Figure 1. Routing congestion map.
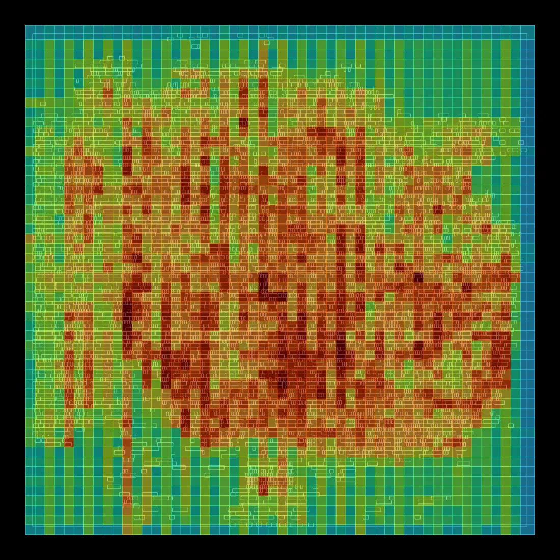
Figure 2. Clock network drawn from the DEF.
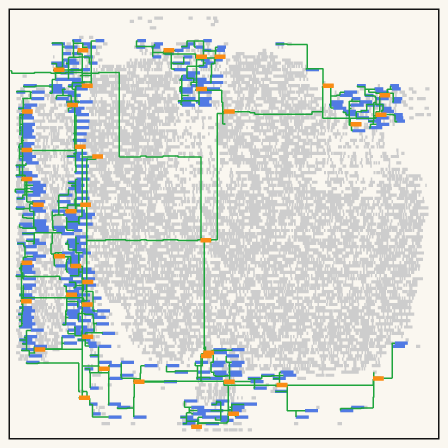
Figure 3. I/O pins on the die edge.
Pins as bars across the die edge, other pins in grey.
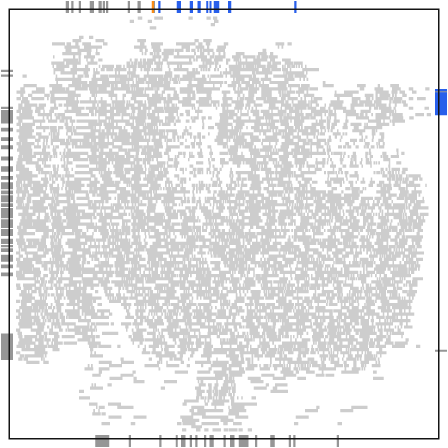
Figure 4. Metal layers overlaid.
Only two layers are drawn.
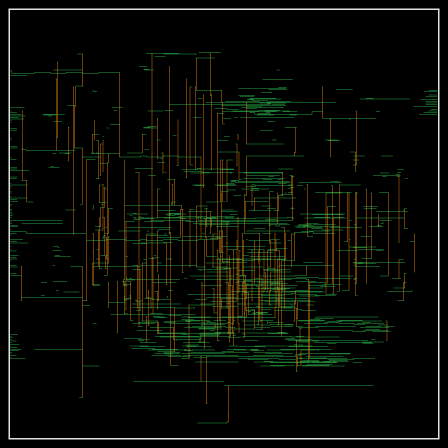
Design ibfu_gs_flat, sky130hd; sources not shown.
==> results.txt <==
Async SR Flop Fraction: 0
Worst path bufs/invs: 4
Placed cell count: 8,004
Achievable clock frequency: 116.7 MHz
Log Warnings: 61
Clk slew on worst S/H paths: 0.06 ns
Yosys top cell by instances: inv_1
Number of synthesized register bits: 331
Synth top area share: 0.4226
Post-route ant nets: 0
Startpoint Class: primary input
Clock network area share: 0.02279
CP max stage cell: clkdlybuf4s50_1
Initial antenna violation count: 3
GPL Wtd Cong: 0.9455
Pre-Place Util: 0.4518
Final TNS setup: 0 ns
Seq/Total Area, Yosys: 0.1660
CTS Sinks: 331
Root buf cell: clkbuf_16
Ratio of cells with drive above 1 in the final layout: 0.02856
Top layer in use: met4
Flip-flops: 331
Yosys stat cell total: 6,366
Layout Cells excl Fill: 8,081
Die area: 130,900 um2
Final instance area: 60,450 um2
# hold bufs at CTS: 0
Seq area share: 0.1530
Vias per cell: 5.025
Top cells by count: 2,014 x inv_1, 1,357 x nand2_1, 1,176 x fa_1, 363 x ha_1, 262 x edfxtp_1
Crit path largest cell delay: 0.65 ns
EDFF count, synth: 262
Initial DRC count: 2,643
Yosys cell types: 54
Syn Area/Cell: 8.752 um2
Worst r2r path cells: 26
Critical path class: in -> out
Hold Slack: 0.4124 ns
Setup WS pre-CTS: 7.973 ns
Logic Gate Count: 3,782
Largest net degree at the start of global routing: 174
Crit path depth: 5
Crit-path leading delay family: buffers and inverters
Gates resized, CTS repair: 0
Most numerous logic cell after layout: inv_1
Signal inverters: 2,018
Synth area leaders: fa_1 42%, edfxtp_1 14%, inv_1 14%, nand2_1 9.1%, ha_1 8.2%
Setup ws final: 8.034 ns
Hpwl dp: 113,700 um
Final count of negative-setup-slack endpoints: 0
Fin nets: 8,050
Grt ovf: 0
Cell type with the largest total area: fa_1
Critical Path AT: 5.25 ns
Top-level I/O count: 168
DRC: 0
CTS buffer count: 41
Logic gate fraction of the total cell area: 0.6285
Yosys warning total: 0
Leading cell kind: multi-input combinational cells
Number of diodes: 1
Critical path required time: 13.28 ns
Ys flop type: edfxtp_1
Core ar.: 123,300 um2
Final Slew Violations: 0
Iteration tally of the first detailed-router pass: 6
Unrepaired setup endpoints after global routing: no
Worst-Margin Slew: 0.9540 ns
Synthesized Nets: 8,006
Final core occ: 0.4902
Routed wl met3: 11,900 um
Most common cell type on the critical path: clkdlybuf4s50_1
Mapped Area: 55,710 um2
Bufs w/o clock: 236
First-pass GRT wire length: 241,200 um
Crit-path cells: clkdlybuf4s50_1, nor2_4, buf_4, inv_8, clkdlybuf4s50_1
Final hold vios: 0
CTS tree: done
Post-place instance area: 59,070 um2
Area Growth Syn to Fin: 8.496%
R2R setup slack: 8.62 ns
Hold Path Stages: 0
# fillers: 11.48k
Clock buffers: 54
Status: completed
Flip-flop and latch area: 9249 um2
H-tree level count: 2
Yosys chip area: 55,710 um2
Worst-path maximum fanout: 93
Most frequent cells in the layout: 2,012 x inv_1, 1,357 x nand2_1, 1,176 x fa_1, 363 x ha_1, 262 x edfxtp_1
Slew margin rel.: 0.3640
Routed length on met2: 73,620 um
FP Rows: 129
Max-cap violations: 0
Met2 Track Usage GR: 0.4121
Logic area: 37,990 um2
Worst Hold Class: reg -> reg
Post-Synthesis Cells: 6,366
Met1 wire length: 55,260 um
Signal buf overhead: 0.03635
Min cycle time layout: 8.566 ns
Post CTS Setup Buffer Count: 0
Crit end category: primary output
Number of well taps: 1,637
Final Cycle Share: 0.5160
Longest Clk Path Bufs: 3
Vias in the first global route: 45.25k
Back to the opening pictures, Figure 1:
global route hottest layer: met2
met1 Use GR: 0.2811
DR WL/cell: 18.40 um
met3 Use GR: 0.04028

Back to the opening pictures, Figure 2:
[cells driving clock nets] orange | count: 41
[flip-flops] blue | count: 331
[clock wires] green | length: 5,180 um
routed clock nets	42
Clock Skews: 0.01194 ns
clk_lat worst skew: 0.60 ns

Back to the opening pictures, Figure 3:
port	colour	pins	direction	edge
`bus_out_valid`	orange	1	output	top
`bus_B_out`	blue	32	output	17 top, 15 right
IO buf count: 167
Die Y: 361.9 um
Die W: 361.9 um

Back to the opening pictures, Figure 4:
layer	colour	wire length
met3	green	11,900 um
met4	orange	7,880 um
Vias: 40.61k
Total GRT Usage: 0.2344
final wirelength: 148,700 um

[kinds of logic (layout without fill, tap and decap cells)]
family / Yosys count / count (layout) / share of synthesized area
xor+xnor: 101 / 101 / 0.01588
fa+ha+maj: 1539 / 1539 / 0.5041
flops: 331 / 331 / 0.1660
buf+inv: 2253 / 2330 / 0.1522
simple gates: 1784 / 1784 / 0.1266
other cells: 0 / 1 / 0
compound gates: 358 / 358 / 0.03519
